Fig. 1: metal 1
The bar under the picture is 20 µm long. Supply wires on this layer in gray.
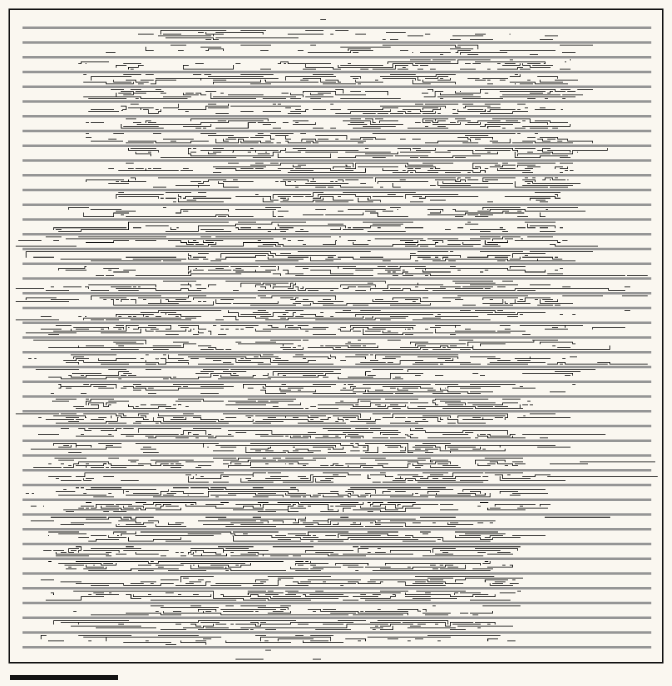
Fig. 2: M2 wires
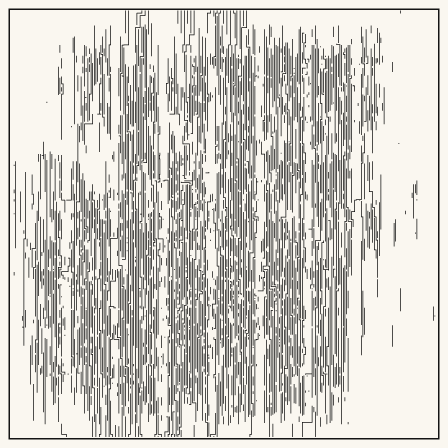
`config.mk`:
```
export PLATFORM = sky130hd
export DESIGN_NAME = hazard_ctrl
export DESIGN_NICKNAME = d
export VERILOG_FILES = /design/src/rtl/hazard_ctrl.sv
export SDC_FILE = /design/constraint.sdc
export NUM_CORES = 1
export LEC_CHECK = 0
export CELL_PAD_IN_SITES_DETAIL_PLACEMENT = 1
export CELL_PAD_IN_SITES_GLOBAL_PLACEMENT = 1
export CORE_MARGIN = 2
export CORE_UTILIZATION = 41
export DETAILED_ROUTE_END_ITERATION = 8
export PLACE_DENSITY = 0.92
export SLEW_MARGIN = 20
export SYNTH_ARGS = -nofsm -noshare
export SYNTH_HDL_FRONTEND = slang
export SYNTH_SLANG_ARGS = --single-unit
```
`constraint.sdc`:
```
create_clock -name clk -period 4.7 [get_ports clk]
set_input_delay 0.94 -clock clk [delete_from_list [all_inputs] [get_ports clk]]
set_output_delay 0.94 -clock clk [all_outputs]
set_load 0.05 [all_outputs]
```
`src/rtl/hazard_ctrl.sv`:
```
// Pipeline hazard controller: load scoreboard, load-use/capacity hazard detection,
// stall vector merge for the 5-stage core, stall statistics and wedge timeout.
module hazard_ctrl #(
  parameter int unsigned MAX_LOADS = 4,
  parameter int unsigned TIMEOUT   = 255
) (
  input  logic        clk,
  input  logic        rst,
  input  logic        id_valid_i,
  input  logic        id_reg1_read_i,
  input  logic [4:0]  id_reg1_addr_i,
  input  logic        id_reg2_read_i,
  input  logic [4:0]  id_reg2_addr_i,
  input  logic        id_wreg_i,
  input  logic [4:0]  id_wd_i,
  input  logic        id_is_load_i,
  input  logic        ex_stallreq_i,
  input  logic        mem_stallreq_i,
  input  logic        ld_done_i,
  input  logic [4:0]  ld_wd_i,
  output logic [5:0]  stall_o,
  output logic [31:0] pending_o,
  output logic [15:0] stall_cnt_o,
  output logic        err_o
);

  localparam int unsigned NREG = 32;
  localparam int unsigned CW   = 6;
  localparam int unsigned SW   = 6;
  localparam int unsigned TW   = 16;

  localparam logic [SW-1:0] STALL_MEM = 6'b011111;
  localparam logic [SW-1:0] STALL_EX  = 6'b001111;
  localparam logic [SW-1:0] STALL_HAZ = 6'b000111;

  typedef enum logic [1:0] {
    RUN  = 2'd0,
    EXT  = 2'd1,
    LUSE = 2'd2
  } state_t;

  state_t            state_q, state_d;
  logic [NREG-1:0]   pending_q, pending_d;
  logic [NREG-1:0]   done_mask, live, set_mask, clr_mask;
  logic [CW-1:0]     cnt_q, cnt_d;
  logic [TW-1:0]     wait_q, wait_d;
  logic [TW-1:0]     scnt_q, scnt_d;
  logic              err_q, err_d;
  logic              use_haz, cap_haz, ext_req, haz;
  logic              issue, clr, inc;
  logic [SW-1:0]     stall_c;

  // Hazard detection; a register completing this cycle is forwarded from MEM.
  always_comb begin
    done_mask = '0;
    if (ld_done_i) done_mask[ld_wd_i] = 1'b1;
    live    = pending_q & ~done_mask;
    live[0] = 1'b0;
    use_haz = id_valid_i & ((id_reg1_read_i & live[id_reg1_addr_i]) |
                            (id_reg2_read_i & live[id_reg2_addr_i]));
    cap_haz = id_valid_i & id_is_load_i & id_wreg_i & (cnt_q == CW'(MAX_LOADS));
    ext_req = mem_stallreq_i | ex_stallreq_i;
    haz     = use_haz | cap_haz;
    if (mem_stallreq_i)     stall_c = STALL_MEM;
    else if (ex_stallreq_i) stall_c = STALL_EX;
    else if (haz)           stall_c = STALL_HAZ;
    else                    stall_c = '0;
  end

  assign stall_o = rst ? stall_c : '0;

  // Scoreboard update; count tracks the number of set pending bits.
  always_comb begin
    issue    = id_valid_i & ~stall_c[2] & id_is_load_i & id_wreg_i & (id_wd_i != 5'd0);
    clr      = ld_done_i & pending_q[ld_wd_i];
    set_mask = '0;
    clr_mask = '0;
    if (issue) set_mask[id_wd_i] = 1'b1;
    if (clr)   clr_mask[ld_wd_i] = 1'b1;
    pending_d = (pending_q & ~clr_mask) | set_mask;
    inc = issue & (~pending_q[id_wd_i] | (clr & (ld_wd_i == id_wd_i)));
    cnt_d = cnt_q;
    if (inc & ~clr)
      cnt_d = cnt_q + CW'(1);
    else if (~inc & clr & (cnt_q != CW'(0)))
      cnt_d = cnt_q - CW'(1);
  end

  // Stall-source FSM plus wait/timeout and statistics counters.
  always_comb begin
    state_d = state_q;
    case (state_q)
      RUN: begin
        if (ext_req)  state_d = EXT;
        else if (haz) state_d = LUSE;
      end
      EXT: begin
        if (ext_req)  state_d = EXT;
        else if (haz) state_d = LUSE;
        else          state_d = RUN;
      end
      LUSE: begin
        if (ext_req)  state_d = EXT;
        else if (haz) state_d = LUSE;
        else          state_d = RUN;
      end
      default: state_d = RUN;
    endcase

    wait_d = wait_q;
    if (state_d == RUN)
      wait_d = '0;
    else if (wait_q != TW'(TIMEOUT))
      wait_d = wait_q + TW'(1);
    err_d = err_q | (wait_d == TW'(TIMEOUT));

    scnt_d = scnt_q;
    if ((stall_c != '0) && (scnt_q != '1))
      scnt_d = scnt_q + TW'(1);
  end

  always_ff @(posedge clk) begin
    if (!rst) begin
      state_q   <= RUN;
      pending_q <= '0;
      cnt_q     <= '0;
      wait_q    <= '0;
      scnt_q    <= '0;
      err_q     <= 1'b0;
    end else begin
      state_q   <= state_d;
      pending_q <= pending_d;
      cnt_q     <= cnt_d;
      wait_q    <= wait_d;
      scnt_q    <= scnt_d;
      err_q     <= err_d;
    end
  end

  assign pending_o   = pending_q;
  assign stall_cnt_o = scnt_q;
  assign err_o       = err_q;

endmodule
```
==> Changelog: implementation <==
### Changed

- Fmax achieved: a little over 0.2 GHz
- Synth Flop Type: dfxtp_1
- Horiz. Die Dim: between 100 and 150 µm
- Post-synth EDFFs: 0
- Syn Area/Cell: about 8.6 µm²
- Status: complete, but fails checks
- Sequential share of power: 0.384
- Post-synthesis sequential area ratio: 0.264
- # hold bufs at CTS: 0
- Max_cap viols: 0
- GRT Residual Overflow: 0
- Initial antenna violation count: 0
- DR iter-0 viols: 1,024
- Final setup violating endpoints: 5
- Number of global-route vias before repair: around 7,000
- Late-Pin Clk Latency: between 0.3 and 0.4 ns
- Row count: 42
- Setup skew after layout: 0.0145 ns
- Crit path DAT: approximately 5.2 ns
- CP Capture Type: flop
- DR pass1 iterations: 6
- Most instantiated logic cells after routing: buf_4 (84), clkdlybuf4s50_1 (75), nand2_1 (73), dfxtp_1 (73), mux2i_1 (38)
- Leak: 2.81 nW
- Final ANT Viol Nets: 0
- Yosys cell count: 647
- Sw frac: 0.315
- Routability cong.: 1.12
- Failing checks: negative setup slack
- Diodes inserted: 0
- Final Worst Setup Slack: -0.202 ns
- Depth of the CTS H-tree: 3
- Internal power: 1.14 mW
- Initial Util: 0.418
- Dominant logic cell type in the layout: buf_4
## Picture notes: Fig. 1
- main direction: horizontal
- longest straight run: 45.1 µm
- share of all routed wire: 35%
- nets with wire on the layer: 782
- wire length on this layer: 10,000 µm

## Picture notes: Fig. 2
- share of all routed wire: 45%
- longest straight run: 52.0 µm
- nets with wire on the layer: 781
- wire length on this layer: 12,800 µm
- main direction: vertical
Post-Route WL: 28.3 mm
met2 Use GR: 0.587
DR vias: 6,836

==> what timing repair did <==
item	4_1_cts	5_1_grt
pin swaps	4	21
setup endpoints to repair	6	6
gates resized	26	30
endpoints found under the hold margin	0	0
setup buffers	2	5
==> routing by layer <==
layer	global-route usage	wire [µm]
met1	0.420	10000
met2	0.587	12800
met3	0.0976	3060
met4	0.252	2430
met5	0	0
==> worst max-delay path: stages <==
cell	delay (ns)
clkdlybuf4s50_1	0.43
buf_4	0.20
buf_4	0.21
nor3_1	0.65
nand3_1	0.20
o311ai_1	0.14
nor4_2	0.14
or3_4	0.40
nor4b_4	0.39
inv_2	0.12
ha_4	0.23
a21o_1	0.18
a21oi_4	0.14
o21bai_1	0.09
a21oi_1	0.20
mux2i_1	0.26
mux2i_1	0.24
==> logic make-up (layout without fill, tap and decap cells) <==
logic type	after synthesis	count (layout)	share of synthesized area
AND-OR/OR-AND	138	138	0.195
AND/OR/NAND/NOR	269	269	0.267
multiplexers	61	61	0.150
adder cells (fa/ha/maj)	9	9	0.0217
flip-flops	73	73	0.264
XOR/XNOR	28	28	0.0456
other	1	1	0.000677
buffers and inverters	68	207	0.0565
==> synth_stat cells (9+ instances only) <==
library cell,number,share of area
a21oi_1,29,0.026
a311oi_1,10,0.016
a31oi_1,9,0.010
a32o_1,20,0.036
and3_1,21,0.024
buf_2,13,0.012
clkbuf_1,28,0.019
dfxtp_1,73,0.26
inv_1,17,0.012
mux2i_1,38,0.069
mux4_2,17,0.069
nand2_1,74,0.050
nand2b_1,18,0.020
nand3_1,32,0.029
nand4_1,9,0.010
nor2_1,28,0.019
nor2b_1,13,0.015
nor3_1,11,0.0099
nor4_1,10,0.011
o31ai_1,11,0.015
or3_1,9,0.010
xnor2_1,18,0.028
xor2_1,9,0.014
==> per-stage QoR <==
stage / setup WS [ns] / hold slack, ns / utilization / power [mW]
CTS: -0.0393 / 0.482 / 0.557 / 1.63
global route: -0.350 / 0.518 / 0.570 / 1.70
finish: -0.202 / 0.493 / 0.570 / 1.66
detailed placement: -0.366 / 0.478 / 0.526 / 0.942
global placement: -0.104 / 0.464 / 0.526 / 0.925
floorplan: 0.373 / 0.450 / - / 0.821
==> path summary, 6_finish.rpt <==
path / from / endpoint / slack [ns] / depth (start not counted)
setup reg to reg: pending_o[24] / cnt_q[5] / 0.83 / 14
hold reg to reg: err_o / err_o / 0.49 / 2
hold / removal: err_o / err_o / 0.49 / 2
setup / recovery: id_reg1_addr_i[0] / cnt_q[5] / -0.20 / 17
==> power by group through the flow <==
stage	registers [mW]	clock network [mW]	logic (mW)
floorplan	0.658	0	0.163
global placement	0.649	0	0.277
detailed placement	0.650	0	0.292
CTS	0.636	0.693	0.306
global route	0.638	0.713	0.348
finish	0.637	0.686	0.336
==> cell type report <==
type | instances | area, µm²
fillers | 1516 | 5690
multi-input cells | 506 | 3980
repair buffers | 173 | 1530
flip-flops and latches | 73 | 1460
clock buffers | 10 | 239
well taps | 176 | 220
inverters | 18 | 67.6
clock inverters | 6 | 48.8
==> flip-flops by register name, indices dropped and copies added, names as in the netlist <==
signal	count
cnt_q	6
state_q	2
pending_o	32
wait_q	16
err_o	1
stall_cnt_o	16
Power and IR drop assume default switching activity.
